--- config.mk ---
export PLATFORM = sky130hd
export DESIGN_NAME = numpad_digit_loader
export DESIGN_NICKNAME = d
export VERILOG_FILES = /design/src/rtl/numpad_digit_loader.sv
export SDC_FILE = /design/constraint.sdc
export NUM_CORES = 1
export LEC_CHECK = 0
export CORE_MARGIN = 2
export CORE_UTILIZATION = 45
export DETAILED_ROUTE_END_ITERATION = 8
export PLACE_DENSITY = 0.72
export SYNTH_ARGS = -nofsm -noshare
export SYNTH_HDL_FRONTEND = slang
export SYNTH_SLANG_ARGS = --single-unit
--- constraint.sdc ---
create_clock -name clk -period 2.5 [get_ports clk]
set_input_delay 0.5 -clock clk [delete_from_list [all_inputs] [get_ports clk]]
set_output_delay 0.5 -clock clk [all_outputs]
set_load 0.02 [all_outputs]
--- src/rtl/numpad_digit_loader.sv ---
// Debounces the numpad encoder's key stream and shifts accepted BCD digits into
// a 4-digit MM:SS entry register, handing it to the timer with a load strobe.
module numpad_digit_loader #(
  parameter int DEBOUNCE_CYCLES = 4
) (
  input  logic        clk,
  input  logic        resetn,
  input  logic [3:0]  key_bcd,
  input  logic        key_valid,
  input  logic        enablen,
  input  logic        clearn,
  input  logic        start,
  output logic [15:0] bcd_time,
  output logic [2:0]  entry_count,
  output logic        time_load,
  output logic        busy
);

  typedef enum logic [1:0] {IDLE, ARM, HELD, RELEASE} state_t;

  localparam logic [2:0] CNT_LAST = 3'(DEBOUNCE_CYCLES - 1);

  state_t      state_q, state_d;
  logic [2:0]  cnt_q, cnt_d;
  logic [3:0]  code_q, code_d;
  logic [15:0] bcd_q, bcd_d;
  logic [2:0]  count_q, count_d;
  logic        load_q, load_d;
  logic        start_ok, accept;

  always_ff @(posedge clk or negedge resetn) begin
    if (!resetn) begin
      state_q <= IDLE;
      cnt_q   <= '0;
      code_q  <= '0;
      bcd_q   <= '0;
      count_q <= '0;
      load_q  <= 1'b0;
    end else begin
      state_q <= state_d;
      cnt_q   <= cnt_d;
      code_q  <= code_d;
      bcd_q   <= bcd_d;
      count_q <= count_d;
      load_q  <= load_d;
    end
  end

  always_comb begin
    state_d  = state_q;
    cnt_d    = cnt_q;
    code_d   = code_q;
    bcd_d    = bcd_q;
    count_d  = count_q;
    load_d   = 1'b0;
    start_ok = 1'b0;
    accept   = 1'b0;
    if (!clearn) begin
      state_d = IDLE;
      cnt_d   = '0;
      bcd_d   = '0;
      count_d = '0;
    end else if (enablen) begin
      state_d = IDLE;
      cnt_d   = '0;
    end else begin
      start_ok = start && (count_q != 3'd0);
      case (state_q)
        IDLE: begin
          if (key_valid && (key_bcd <= 4'd9)) begin
            code_d  = key_bcd;
            cnt_d   = 3'd1;
            state_d = ARM;
          end
        end
        ARM: begin
          if (!key_valid || (key_bcd != code_q)) begin
            state_d = IDLE;
          end else if (cnt_q == CNT_LAST) begin
            accept  = 1'b1;
            state_d = HELD;
          end else begin
            cnt_d = cnt_q + 3'd1;
          end
        end
        HELD: begin
          if (!key_valid) begin
            cnt_d   = 3'd1;
            state_d = RELEASE;
          end
        end
        RELEASE: begin
          // a bounce back high means the same physical press is still down
          if (key_valid) begin
            state_d = HELD;
          end else if (cnt_q == CNT_LAST) begin
            state_d = IDLE;
          end else begin
            cnt_d = cnt_q + 3'd1;
          end
        end
        default: state_d = IDLE;
      endcase
      // start beats a digit landing on the same edge; that digit is dropped
      if (start_ok) begin
        load_d  = 1'b1;
        count_d = '0;
      end else if (accept) begin
        if (count_q == 3'd0) begin
          bcd_d   = {12'h000, code_q};
          count_d = 3'd1;
        end else if (count_q < 3'd4) begin
          bcd_d   = {bcd_q[11:0], code_q};
          count_d = count_q + 3'd1;
        end
      end
    end
  end

  assign bcd_time    = bcd_q;
  assign entry_count = count_q;
  assign time_load   = load_q;
  assign busy        = (state_q != IDLE);

endmodule
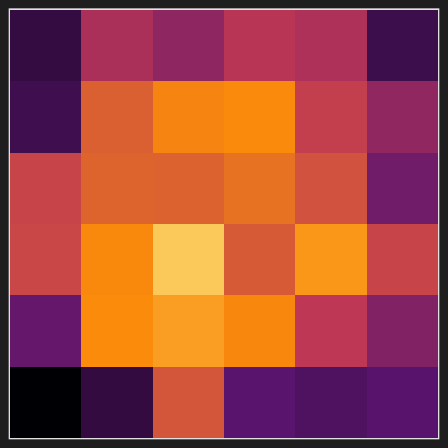
(images/util_map.png)
The die is cut into 6 by 6 equal tiles; black is low, pale yellow is high, 0 to 100% covered.
- nearly empty tiles: 2.8%
- tiles over 75% full: 8.3%
- mean over tiles: 49%
- densest ninth of the die: middle
- fullest tile: 88%
area of the core: 0.00305 mm2
Final Util: 0.607
FP Util: 0.475

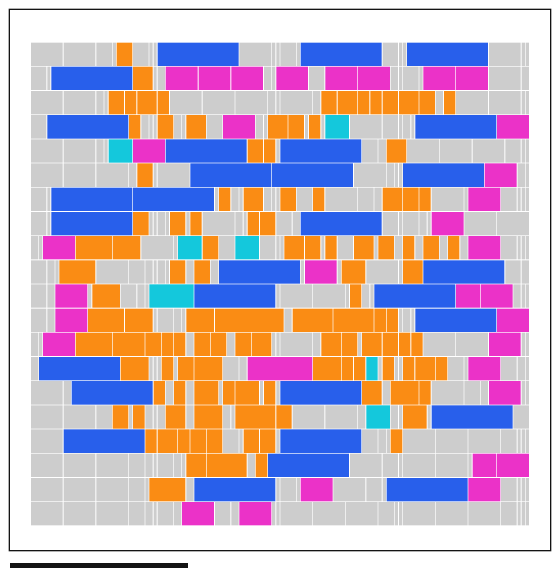
(images/class_map.png)
Scale bar: 20 um. Fill, decap, tap and diode cells in grey.
- blue: registers (cells 29; share of their area 40%)
- magenta: remaining buffers and delay cells (cells 33; share of their area 19%)
- orange: remaining logic cells (cells 116; share of their area 38%)
- cyan: clock drivers and dummy loads (cells 7; share of their area 3.1%)
flop share of the area: 0.391
# rows: 20
Final Instance Area: 0.00185 mm2

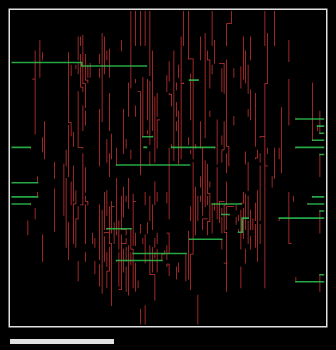
(images/layers.png)
Scale bar: 20 um. Two of the layers only.
- green: M3 (wire length 146 um)
- red: M2 (wire length 1460 um)
final wirelength: 3.06 mm
drt wl/cell: 13.4 um
total track usage: 0.185
DR vias: 1235

==> results.sh <==
# source this file to load flow results
export IMPL_status="completed"
export IMPL_synth_dominant_cell_count="dfrtp_1"
export IMPL_ys_top_logic_family="simple AND/OR/NAND/NOR gates"
export IMPL_synth_cells=153
export IMPL_ios=31
export IMPL_setup_viol=0
export IMPL_power_frac_comb=0.118
export IMPL_rsz0062_at_grt="no"
export IMPL_xor_area_frac=0.0242
export IMPL_cp_depth=2
export IMPL_drive_above_1_share=0.0919
export IMPL_vias_per_cell=5.39
export IMPL_synth_async_reset_ratio=1.00
export IMPL_globalplace_congestion=0.766
export IMPL_comb_power_uw=105
export IMPL_maxSlewHeadroom=0.641
export IMPL_dr_pass1_iters=4
export IMPL_fa_ha_area_frac=0.0345
export IMPL_cts_tree="built"
export IMPL_ys_cells=153
export IMPL_ys_warn_count=0
export IMPL_openroad_warnings=27
export IMPL_cts_buffers=5
export IMPL_comb_cells=108
export IMPL_use_met2=0.293
export IMPL_leakage_uw=0.000761
export IMPL_crit_chain="or2_2, clkdlybuf4s50_1"
export IMPL_crit_end="busy"
export IMPL_clock_buffers=7
export IMPL_taps=44
export IMPL_r2r_end="entry_count[0]$_DFFE_PN0P_"
export IMPL_syn_area_per_cell_um2=9.47
export IMPL_skew_ns=0.00647
export IMPL_netlist_area_mm2=0.00145
export IMPL_aoi_share=0.124
export IMPL_ff2ff_setup_slack_ns=0.43
export IMPL_comb_cell_share=0.352
export IMPL_top_usage_layer="met2"
export IMPL_lay_top_cells="30 x clkdlybuf4s50_1, 29 x dfrtp_1, 25 x nand2_1, 21 x o21ai_0, 13 x nand4_1"
export IMPL_p_seq_frac=0.563
export IMPL_grt_pass1_wl_mm=4.96
export IMPL_cp_end_kind="output pin"
export IMPL_grt_overflow_total=0
export IMPL_worst_slack_ns=0.302
export IMPL_post_cts_buffers=0
export IMPL_worst_pin_slew_ns=0.538
export IMPL_synth_cell_type_count=31
export IMPL_grt_pass1_vias=1140
export IMPL_top_cells_by_area="dfrtp_1 50%, o21ai_0 7.3%, nand2_1 6.5%, nand4_1 5.6%, ha_1 3.5%"
export IMPL_hold_path_class="reg -> reg"
export IMPL_synth_largest_area_cell="dfrtp_1"
export IMPL_critPathMaxStageDelay_ns=0.55
export IMPL_hold_depth=2
export IMPL_yosysChipArea_mm2=0.00145
export IMPL_cts_sinks=29
export IMPL_met3_usage=0.0640
export IMPL_power_group_top="registers"
export IMPL_fill_cells=271
export IMPL_critPathKind="reg -> out"
export IMPL_period_minus_slack_ns=2.20
export IMPL_drtIter0Drc=49
export IMPL_synth_nets=167
export IMPL_grt_use_met1=0.231
export IMPL_fin_tns_setup_ns=0
export IMPL_arrival_ns=1.70
export IMPL_min_from="bcd_time[15]$_DFFE_PN0P_"
export IMPL_ys_ff=29
export IMPL_seq_cell_count=29
export IMPL_synth_top_area_share=0.501
export IMPL_antennaDiodeCount=0
export IMPL_hpwl_mm=2.09
export IMPL_n_all_inverters=8
export IMPL_hold_violations=0
export IMPL_final_common_cell="clkdlybuf4s50_1"
export IMPL_largest_reg_flops=16
export IMPL_syn2layout_area_growth_pct=28.0
export IMPL_p_sw_uw=225
export IMPL_ir_worst_vdd_uv=265
export IMPL_p_clk_uw=283
export IMPL_instances_no_fill=229
export IMPL_wl_met2_mm=1.46
export IMPL_grt_max_degree=37
export IMPL_dieArea_mm2=0.00369
export IMPL_switching_share=0.253
export IMPL_synthMuxAreaShare=0.0311
export IMPL_p_int_uw=665
